File: config.mk
export PLATFORM = sky130hd
export DESIGN_NAME = branch_resolve_unit
export DESIGN_NICKNAME = d
export VERILOG_FILES = /design/src/rtl/branch_pkg.sv /design/src/rtl/branch_cond_eval.sv /design/src/rtl/branch_resolve_unit.sv
export SDC_FILE = /design/constraint.sdc
export NUM_CORES = 1
export LEC_CHECK = 0
export CAP_MARGIN = 25
export CORE_AREA = 2 2 98 100
export CTS_CLUSTER_SIZE = 28
export DETAILED_ROUTE_END_ITERATION = 7
export DIE_AREA = 0 0 100 102
export PLACE_DENSITY = 0.94
export SLEW_MARGIN = 10
export SYNTH_ARGS = -nofsm -noshare
export SYNTH_HDL_FRONTEND = slang
export SYNTH_SLANG_ARGS = --single-unit
export TNS_END_PERCENT = 1
File: constraint.sdc
create_clock -name clk -period 6.4 [get_ports clk]
set_input_delay 1.28 -clock clk [delete_from_list [all_inputs] [get_ports clk]]
set_output_delay 1.28 -clock clk [all_outputs]
set_load 0.01 [all_outputs]
File: src/rtl/branch_pkg.sv
// Shared definitions for the branch resolve unit.
//   - RISC-V conditional-branch funct3 encodings
//   - bit positions of the ALU {N,Z,C,V} flag vector
//   - control state type used by branch_resolve_unit
package branch_pkg;

  localparam logic [2:0] BEQ  = 3'b000;
  localparam logic [2:0] BNE  = 3'b001;
  localparam logic [2:0] BLT  = 3'b100;
  localparam logic [2:0] BGE  = 3'b101;
  localparam logic [2:0] BLTU = 3'b110;
  localparam logic [2:0] BGEU = 3'b111;

  localparam int unsigned NZCV_N = 3;
  localparam int unsigned NZCV_Z = 2;
  localparam int unsigned NZCV_C = 1;
  localparam int unsigned NZCV_V = 0;

  typedef enum logic [0:0] {
    ST_IDLE     = 1'b0,
    ST_REDIRECT = 1'b1
  } state_e;

endpackage

File: src/rtl/branch_cond_eval.sv
// Combinational branch condition evaluator.
// Ports:
//   funct3  in  RISC-V branch funct3
//   is_jump in  jal/jalr: always taken, funct3 ignored
//   nzcv    in  {N,Z,C,V} flags from the ALU
//   taken   out branch outcome
//   illegal out funct3 010/011 on a non-jump (reported as not taken)
module branch_cond_eval
  import branch_pkg::*;
(
  input  logic [2:0] funct3,
  input  logic       is_jump,
  input  logic [3:0] nzcv,
  output logic       taken,
  output logic       illegal
);

  logic flag_n, flag_z, flag_c, flag_v;

  assign flag_n = nzcv[NZCV_N];
  assign flag_z = nzcv[NZCV_Z];
  assign flag_c = nzcv[NZCV_C];
  assign flag_v = nzcv[NZCV_V];

  always_comb begin
    taken   = 1'b0;
    illegal = 1'b0;
    if (is_jump) begin
      taken = 1'b1;
    end else begin
      case (funct3)
        BEQ:     taken = flag_z;
        BNE:     taken = ~flag_z;
        BLT:     taken = flag_n ^ flag_v;
        BGE:     taken = ~(flag_n ^ flag_v);
        // unsigned-compare mode: C means a >= b
        BLTU:    taken = ~flag_c;
        BGEU:    taken = flag_c;
        default: illegal = 1'b1;
      endcase
    end
  end

endmodule

File: src/rtl/branch_resolve_unit.sv
// Branch resolve unit at the end of EX.
// Resolves a conditional branch or jump from ALU flags, checks it against the
// front-end prediction and, on a mispredict, raises a held redirect to fetch
// together with a one-cycle flush. Keeps saturating branch/mispredict counts.
// Ports:
//   clk, reset_n                     clock, asynchronous active-low reset
//   br_valid/br_ready                request handshake
//   br_funct3, br_is_jump, br_nzcv   condition inputs
//   br_pc, br_target, br_pred_taken  PC, taken target, prediction
//   resolve_valid/resolve_taken      one-cycle resolution pulse and outcome
//   redirect_valid/ready, redirect_pc  held redirect to fetch
//   flush                            one-cycle kill of younger instructions
//   misalign_err, illegal_err        one-cycle error pulses
//   cnt_clear, branch_cnt, mispredict_cnt  statistics
module branch_resolve_unit
  import branch_pkg::*;
#(
  parameter int unsigned XLEN  = 32,
  parameter int unsigned CNT_W = 16
) (
  input  logic             clk,
  input  logic             reset_n,
  input  logic             br_valid,
  output logic             br_ready,
  input  logic [2:0]       br_funct3,
  input  logic             br_is_jump,
  input  logic [3:0]       br_nzcv,
  input  logic [XLEN-1:0]  br_pc,
  input  logic [XLEN-1:0]  br_target,
  input  logic             br_pred_taken,
  output logic             resolve_valid,
  output logic             resolve_taken,
  output logic             redirect_valid,
  input  logic             redirect_ready,
  output logic [XLEN-1:0]  redirect_pc,
  output logic             flush,
  output logic             misalign_err,
  output logic             illegal_err,
  input  logic             cnt_clear,
  output logic [CNT_W-1:0] branch_cnt,
  output logic [CNT_W-1:0] mispredict_cnt
);

  state_e          state;
  logic            accept;
  logic            cond_taken;
  logic            cond_illegal;
  logic            misaligned;
  logic            start_redirect;
  logic            redirect_done;
  logic [XLEN-1:0] next_pc;

  branch_cond_eval u_cond (
    .funct3  (br_funct3),
    .is_jump (br_is_jump),
    .nzcv    (br_nzcv),
    .taken   (cond_taken),
    .illegal (cond_illegal)
  );

  // While a redirect is pending, a new request may only enter in the same
  // cycle fetch takes the redirect.
  assign br_ready = (state == ST_IDLE) || redirect_ready;
  assign accept   = br_valid && br_ready;

  assign next_pc        = cond_taken ? br_target : (br_pc + XLEN'(4));
  assign misaligned     = cond_taken && (br_target[1:0] != 2'b00);
  assign start_redirect = accept && (cond_taken != br_pred_taken) && !misaligned;
  assign redirect_done  = (state == ST_REDIRECT) && redirect_ready;

  always_ff @(posedge clk or negedge reset_n) begin
    if (!reset_n) begin
      state          <= ST_IDLE;
      resolve_valid  <= 1'b0;
      resolve_taken  <= 1'b0;
      redirect_valid <= 1'b0;
      redirect_pc    <= '0;
      flush          <= 1'b0;
      misalign_err   <= 1'b0;
      illegal_err    <= 1'b0;
    end else begin
      resolve_valid <= accept;
      resolve_taken <= accept && cond_taken;
      misalign_err  <= accept && misaligned;
      illegal_err   <= accept && cond_illegal;
      flush         <= start_redirect;

      if (start_redirect) begin
        state          <= ST_REDIRECT;
        redirect_valid <= 1'b1;
        redirect_pc    <= next_pc;
      end else if (accept || redirect_done) begin
        state          <= ST_IDLE;
        redirect_valid <= 1'b0;
      end
    end
  end

  always_ff @(posedge clk or negedge reset_n) begin
    if (!reset_n) begin
      branch_cnt     <= '0;
      mispredict_cnt <= '0;
    end else if (cnt_clear) begin
      branch_cnt     <= '0;
      mispredict_cnt <= '0;
    end else begin
      if (accept && (branch_cnt != '1)) begin
        branch_cnt <= branch_cnt + CNT_W'(1);
      end
      if (start_redirect && (mispredict_cnt != '1)) begin
        mispredict_cnt <= mispredict_cnt + CNT_W'(1);
      end
    end
  end

endmodule

met1.png
Supply wires on this layer in gray.
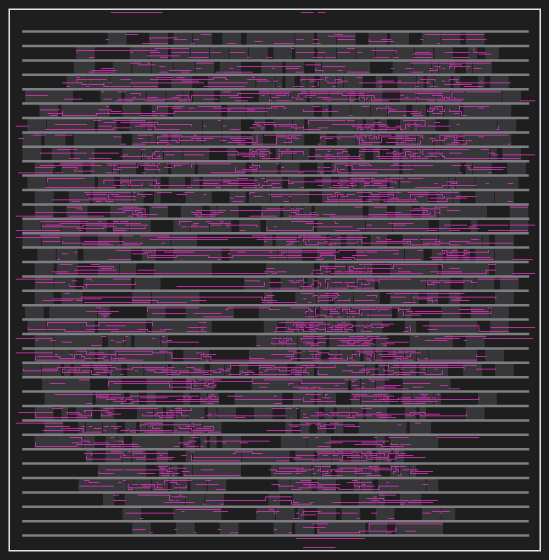
main direction = horizontal
share of all routed wire = 41%
nets with wire on the layer = 613

registers.png
Other sequential cells in the stronger gray, the rest of the logic in the fainter gray.
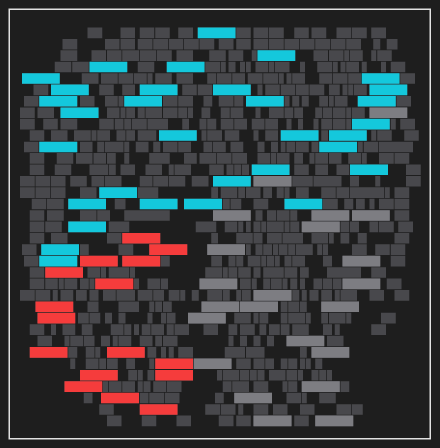
`redirect_pc` -> cyan  # placed flops 32
`branch_cnt` -> red  # placed flops 16, where south-west
final core utilization: 68.0%
FF+latch area: 1750 um2
sequential power: 550 uW

final_congestion.png
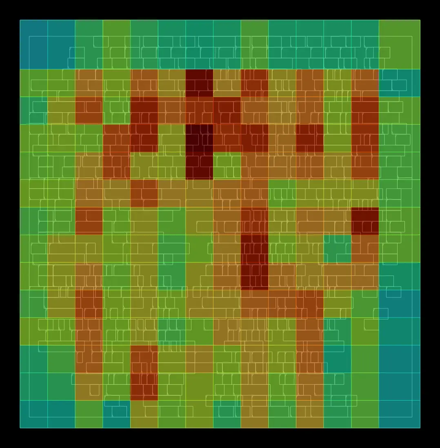
global route hottest layer: met2
GR Util met2: 42.2%

port_nets.png
Scale bar: 20 um.
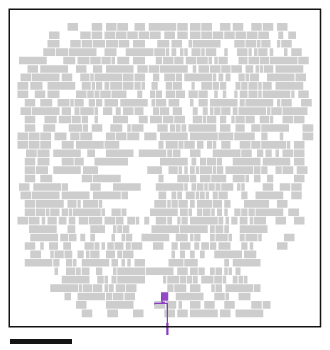
`redirect_ready` -> purple  # direction input, end cells 1, buffers 1, wire 14.1 um

met2.png
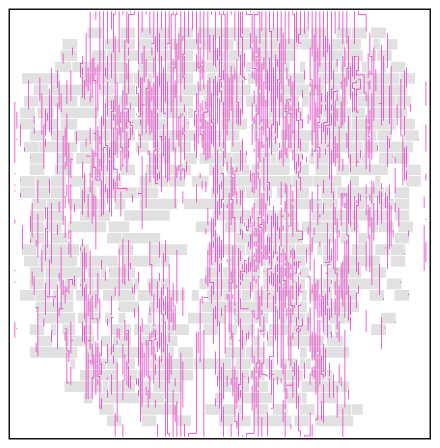
nets with wire on the layer = 621
main direction = vertical
wire length on this layer = 6470 um
vias: 4193
final wirelength: 12700 um

==> flow_summary.yaml <==
# physical design summary
power:
  p_leak_uw: 0.00247
  p_comb_uw: 390
  p_int_uw: 936
  p_sw_uw: 374
  powerDensity_nw_per_um2: 212
  powerClk_uw: 370
  power.share.clock_pct: 28.2
  p_sw_share_pct: 28.6
layout:
  final_common_cell: "clkdlybuf4s50_1"
  lay_top_cells: "clkdlybuf4s50_1, dfrtp_1, nor2_1"
  sh_comb_area_pct: 40.3
  area_growth_pct: 39.0
  fillers: 727
  drive_gt1_share_pct: 8.29
  largestClassByArea: "combinational gates"
  logic_gate_count: 350
  area_share_nonclk_buffers_pct: 24.3
  clkCellAreaFrac_pct: 3.23
worst_setup_path:
  crit_end: "br_ready"
  critPathMaxFanout: 10
  crit_buf_inv: 2
  path_cells: "clkdlybuf4s50_1, nand2b_1, clkdlybuf4s50_1"
  reg2reg_setup_slack_ps: 3680
  startpoint_type: "input port"
  required_ps: 5120
  cp-end-kind: "output port"
  cpPeakStageDelay_ps: 610
  worstSetupStartpoint: "redirect_ready"
floorplan:
  core_um2: 9110
  pin_count: 149
  rows: 35
  chipArea_um2: 10200
  die_h_um: 102
  tap_cells: 111
logic_synthesis:
  ys_cells: 468
  yosys.area.top_type: "dfrtp_1"
  synth_top_area_share_pct: 39.3
  logic_family: "simple AND/OR/NAND/NOR gates"
  syn_area_per_cell_um2: 9.52
  synth.cell_area_um2: 4460
  ys_chip_area_um2: 4460
  yosys.area_share.aoi_pct: 9.57
  simple_gate_share_pct: 23.1
  ys_seq_share_pct: 39.3
  top_cells_by_count: "dfrtp_1, nor2_1, nand2_1"
route:
  route.detailed.drc: 0
  wl_met3_um: 718
  antenna_left: 0
  met1Wirelength_um: 5160
  viasPerCell: 5.78
  top_layer: "met4"
  wl_met2_um: 6470
grt:
  track_usage_pct: 24.9
  overflow: 0
  grt_max_degree: 71
  antenna_found_initial: 0
clock_network:
  numCtsBuffers: 9
  max-clock-path-buffers: 2
  clk-insertion-delay-late_ps: 340
  cts-hold-fix-buffers: 0
  post_cts_buffers: 0
  clock-sinks: 70
sta:
  fmax_ghz: 0.255
  min_period_over_period_pct: 61.3
  finalSetupViolCount: 0
  setup_tns_ps: 0
  fin_crit_ps: 3920
  tightestPinTransition_ps: 922
  final.setup_skew_ps: 10.3
  grt_setup_unrepaired: "no"
  relSlewSlack_pct: 38.5
  report.final.slew_viol_count: 0
run:
  maxCapViolations: 0
  warnings: 26
hold_path:
  min_path_cells: 1
  worstHoldStart: "redirect_pc[11]$_DFFE_PN0P_"
placed_design:
  post-place-ws_ps: 2340
  gp_congestion: 0.845
outcome:
  status: "complete, no violations"
worst register-to-register path, cell delays in order (launching register included):
cell      delay [ps]
dfrtp_1          450
ha_1             240
nand3_1          180
or4_1            420
nand4_1          530
a211oi_1         420
mux2_2           370
state kept, by name, indices dropped and copies added, names as in the netlist:
register,cells
mispredict_cnt,16
state,1
resolve_taken,1
redirect_pc,32
branch_cnt,16
resolve_valid,1
illegal_err,1
flush,1
misalign_err,1
per-stage QoR:
| stage | cell area, um2 | cells | power (uW) |
|---|---|---|---|
| floorplan | 4460 | 468 | 708 |
| global placement | 5990 | 709 | 934 |
| detailed placement | 5990 | 709 | 949 |
| CTS | 6190 | 725 | 1320 |
| global route | 6200 | 726 | 1380 |
| finish | 6200 | 726 | 1310 |
Power is estimated from default activity; no workload was simulated.
